$ cat src/rtl/btn_interface.sv
// rtl/btn_interface.sv - push-button synchronizer, debouncer and press/release tick generator
module btn_interface #(
   parameter int DEBOUNCE_CYCLES = 1_200_000,
   parameter int SYNC_STAGES     = 2,
   parameter int ACTIVE_LOW      = 1
) (
   input  logic clk,
   input  logic rst,
   input  logic btn_in,
   output logic btn_tick,
   output logic btn_pressed,
   output logic btn_release
);

   localparam int            CW       = $clog2(DEBOUNCE_CYCLES + 1);
   localparam logic [CW-1:0] CNT_LAST = CW'(DEBOUNCE_CYCLES - 1);
   localparam logic          REL_LVL  = (ACTIVE_LOW != 0);

   logic [SYNC_STAGES-1:0] sync_q, sync_d;
   logic [CW-1:0]          cnt_q, cnt_d;
   logic                   state_q, state_d;
   logic                   pressed_q, pressed_d;
   logic                   tick_q, tick_d;
   logic                   release_q, release_d;
   logic                   p;

   always_comb begin
      sync_d    = {sync_q[SYNC_STAGES-2:0], btn_in};
      p         = sync_q[SYNC_STAGES-1] ^ REL_LVL;
      state_d   = state_q;
      cnt_d     = '0;
      // Any cycle where p agrees with the stable state restarts the window.
      if (p != state_q) begin
         if (cnt_q == CNT_LAST) begin
            state_d = p;
         end else begin
            cnt_d = cnt_q + CW'(1);
         end
      end
      pressed_d = state_q;
      tick_d    = state_q & ~pressed_q;
      release_d = ~state_q & pressed_q;
   end

   always_ff @(posedge clk) begin
      if (rst) begin
         sync_q    <= {SYNC_STAGES{REL_LVL}};
         cnt_q     <= '0;
         state_q   <= 1'b0;
         pressed_q <= 1'b0;
         tick_q    <= 1'b0;
         release_q <= 1'b0;
      end else begin
         sync_q    <= sync_d;
         cnt_q     <= cnt_d;
         state_q   <= state_d;
         pressed_q <= pressed_d;
         tick_q    <= tick_d;
         release_q <= release_d;
      end
   end

   assign btn_tick    = tick_q;
   assign btn_pressed = pressed_q;
   assign btn_release = release_q;

endmodule

$ cat config.mk
export PLATFORM = sky130hd
export DESIGN_NAME = btn_interface
export DESIGN_NICKNAME = d
export VERILOG_FILES = /design/src/rtl/btn_interface.sv
export SDC_FILE = /design/constraint.sdc
export NUM_CORES = 1
export LEC_CHECK = 0
export ABC_AREA = 1
export CORE_UTILIZATION = 45
export CTS_CLUSTER_SIZE = 14
export DETAILED_ROUTE_END_ITERATION = 10
export DONT_BUFFER_PORTS = 1
export GPL_TIMING_DRIVEN = 0
export SLEW_MARGIN = 40
export SYNTH_ARGS = -nofsm -noshare
export SYNTH_HDL_FRONTEND = slang
export SYNTH_SLANG_ARGS = --single-unit
$ cat constraint.sdc
create_clock -name clk -period 1.88 [get_ports clk]
set_clock_uncertainty 0.1 [all_clocks]
set_input_delay 0.376 -clock clk [delete_from_list [all_inputs] [get_ports clk]]
set_output_delay 0.376 -clock clk [all_outputs]
set_load 0.02 [all_outputs]
==> run_1/gate_families.png <==
Drawn at 8 px/um.
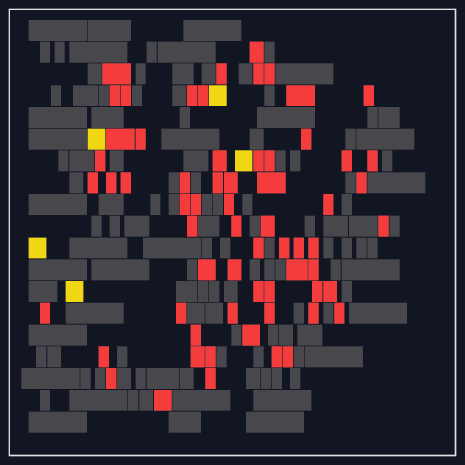
[yellow] AND and OR gates | cells: 5
[red] NAND gates | cells: 64
multi-input logic portion of the cell area: 0.482
Commonest Layout Cell: nand2_1

==> run_1/final_placement.png <==
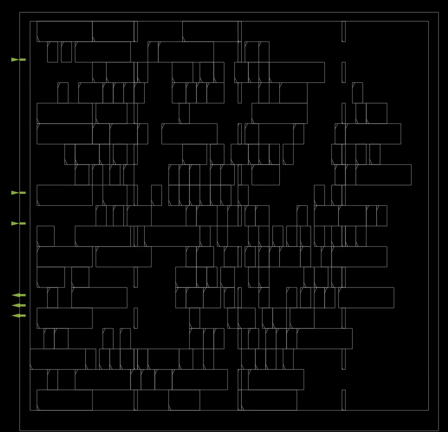
final cell count without fillers: 222
standard-cell rows: 19
Tapcells: 31
Filler Cell Count: 275
Core Box Area: 0.00273 sq mm

==> run notes, run 1 <==
flow finished, numbers: Clock Sinks 27, Comb pwr share 0.016, largest net degree at the start of global routing 16, relative slew slack 0.744, Clock-cell share 0.0201, Tool Warnings 26, Placed Area around 0.0013 sq mm, Setup Fix Bufs, Post-CTS 0, reg2reg path depth 9, Non-CTS buffers 3, Initial Util 0.473, period utilization 0.916, first-pass GRT wire length about 4.3 mm, DPL Wire Length 1.88 mm, R2R Path End cnt_q[14]$_SDFF_PP0_, ys async rst share 0, Top cells excl fill/tap nand2_1, nor2_1, dfxtp_1, inv_1, Largest Register cnt_q, DIE WIDTH 55.6 um, Layout Utilization 0.502, clock power share 0.301, GR Util met3 0.0302, Final WS setup 0.157 ns, Mapped Cells approximately 190, crit-path cells ha_2, nand3_2, inv_2, nand2_2, nor2_2, nand2_1, nand2_2, buf_6, nor2_1, sequential area share after synthesis 0.418, global routing's busiest layer met2, Register Area 541 sq um, mux contribution to synthesized area 0, Finished Cell Area roughly 0.0014 sq mm, Post-CTS Resized 0, NonClk Buf Share 0.0237, CTS Hold Bufs 1, Leading cell kind combinational gates, Post-Route M1 WL around 1.2 mm, sw frac 0.217, Yosys top cell by instances nand2_1, Crit path required time about 2.0 ns, maximum fanout along the worst path 10, status finished clean, final hold violation count 0, Layout area overhead 6.10%, CP top delay family simple AND/OR/NAND/NOR gates, DR iter-0 viols 51, Dominant combinational family simple AND/OR/NAND/NOR gates, synth warn 0, Cell Int Power roughly 0.66 mW, VDD IR-drop max about 470 uV, worst endpoint data arrival time around 1.9 ns, layout cell share with drive strength beyond 1 0.115, flops & latches, synth 27, Clock Power 0.254 mW, sequential cell power around 0.58 mW, Highest Signal Layer met4, Worst path depth 9, Hold WS 0.0293 ns, Hold Startpoint btn_in, pwr/cell area approximately 620 mW/mm^2, NetSw about 0.18 mW, largest registers cnt_q x21, sync_q x2
==> run_1/metal_stack.png <==
Drawn at 4 px/um. Only two layers are drawn.
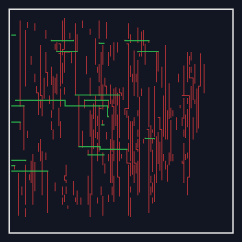
[red] met2 | wire length: 1,170 um
[green] met3 | wire length: 105 um
Total GRT Usage: 0.175
wire per inst: 11.4 um
via count: 1,113
Post-Route WL: 2.52 mm

==> run_1/port_nets.png <==
Drawn at 4 px/um.
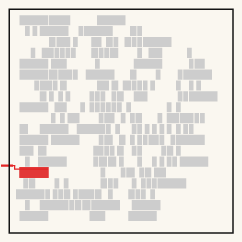
[red] `btn_tick` | bits: 1 | direction: output | edge: west | end cells: 1 | buffers: 0 | wire: 9.80 um
io pins: 6
PortBufs: 0

==> run 1 -> run 2 <==
--- a/config.mk
+++ b/config.mk
@@ -6,6 +6,7 @@
 export NUM_CORES = 1
 export LEC_CHECK = 0
 export ABC_AREA = 1
+export CORE_MARGIN = 2
 export CORE_UTILIZATION = 45
 export CTS_CLUSTER_SIZE = 14
 export DETAILED_ROUTE_END_ITERATION = 10
==> run notes, run 2 <==
flow finished, numbers: status finished clean, Hold WS around 0.032 ns, Post-CTS Resized 0, pwr/cell area 616 mW/mm^2, flops & latches, synth 27, Clock-cell share 0.0201, R2R Path End cnt_q[10]$_SDFF_PP0_, Yosys top cell by instances nand2_1, Filler Cell Count around 260, Register Area between 500 and 600 sq um, period utilization 0.877, Post-Route M1 WL between 1 and 1.5 mm, Highest Signal Layer met4, Dominant combinational family simple AND/OR/NAND/NOR gates, clock power share 0.303, sw frac 0.219, Non-CTS buffers 3, VDD IR-drop max 493 uV, standard-cell rows 19, CTS Hold Bufs 1, Layout Utilization 0.502, mux contribution to synthesized area 0, Top cells excl fill/tap nand2_1, nor2_1, dfxtp_1, inv_1, Initial Util 0.473, DIE WIDTH between 50 and 60 um, Cell Int Power about 0.66 mW, Tapcells 31, GR Util met3 0.0227, Tool Warnings 26, first-pass GRT wire length 4.15 mm, NetSw between 0.15 and 0.2 mW, Worst path depth 9, Final WS setup ~0.23 ns, Setup Fix Bufs, Post-CTS 0, Hold Startpoint btn_in, Core Box Area approximately 0.0027 sq mm, Mapped Cells 186, largest net degree at the start of global routing 16, layout cell share with drive strength beyond 1 0.120, synth warn 0, NonClk Buf Share 0.0237, Clock Sinks 27, crit-path cells ha_2, nand3_2, inv_2, nand2_2, nor2_2, nand2_1, nand2_2, buf_6, a21oi_1, Largest Register cnt_q, final cell count without fillers 222, reg2reg path depth 9, DR iter-0 viols 35, sequential cell power roughly 0.58 mW, Layout area overhead 6.20%, CP top delay family simple AND/OR/NAND/NOR gates, DPL Wire Length 1.83 mm, Finished Cell Area 0.00137 sq mm, largest registers cnt_q x21, sync_q x2
==> run_2/port_nets.png <==
Drawn at 4 px/um.
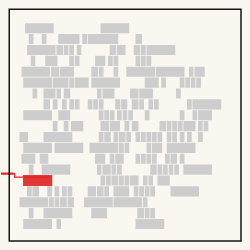
[red] `btn_tick` | bits: 1 | direction: output | edge: west | end cells: 1 | buffers: 0 | wire: 10.7 um

==> run_2/metal_stack.png <==
Drawn at 4 px/um. Only two layers are drawn.
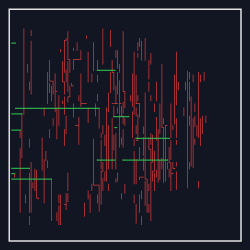
wire per inst: 10.7 um
via count: 1,073
Post-Route WL: 2.38 mm
Total GRT Usage: 0.162

==> run_2/gate_families.png <==
Drawn at 8 px/um.
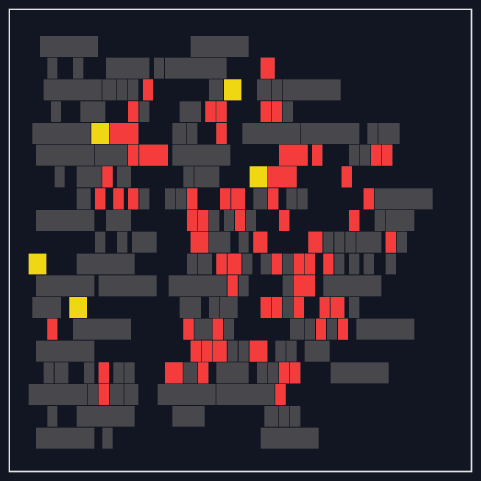
[red] NAND gates | cells: 64
[yellow] AND and OR gates | cells: 5
multi-input logic portion of the cell area: 0.481

Power is estimated from default activity; no workload was simulated.
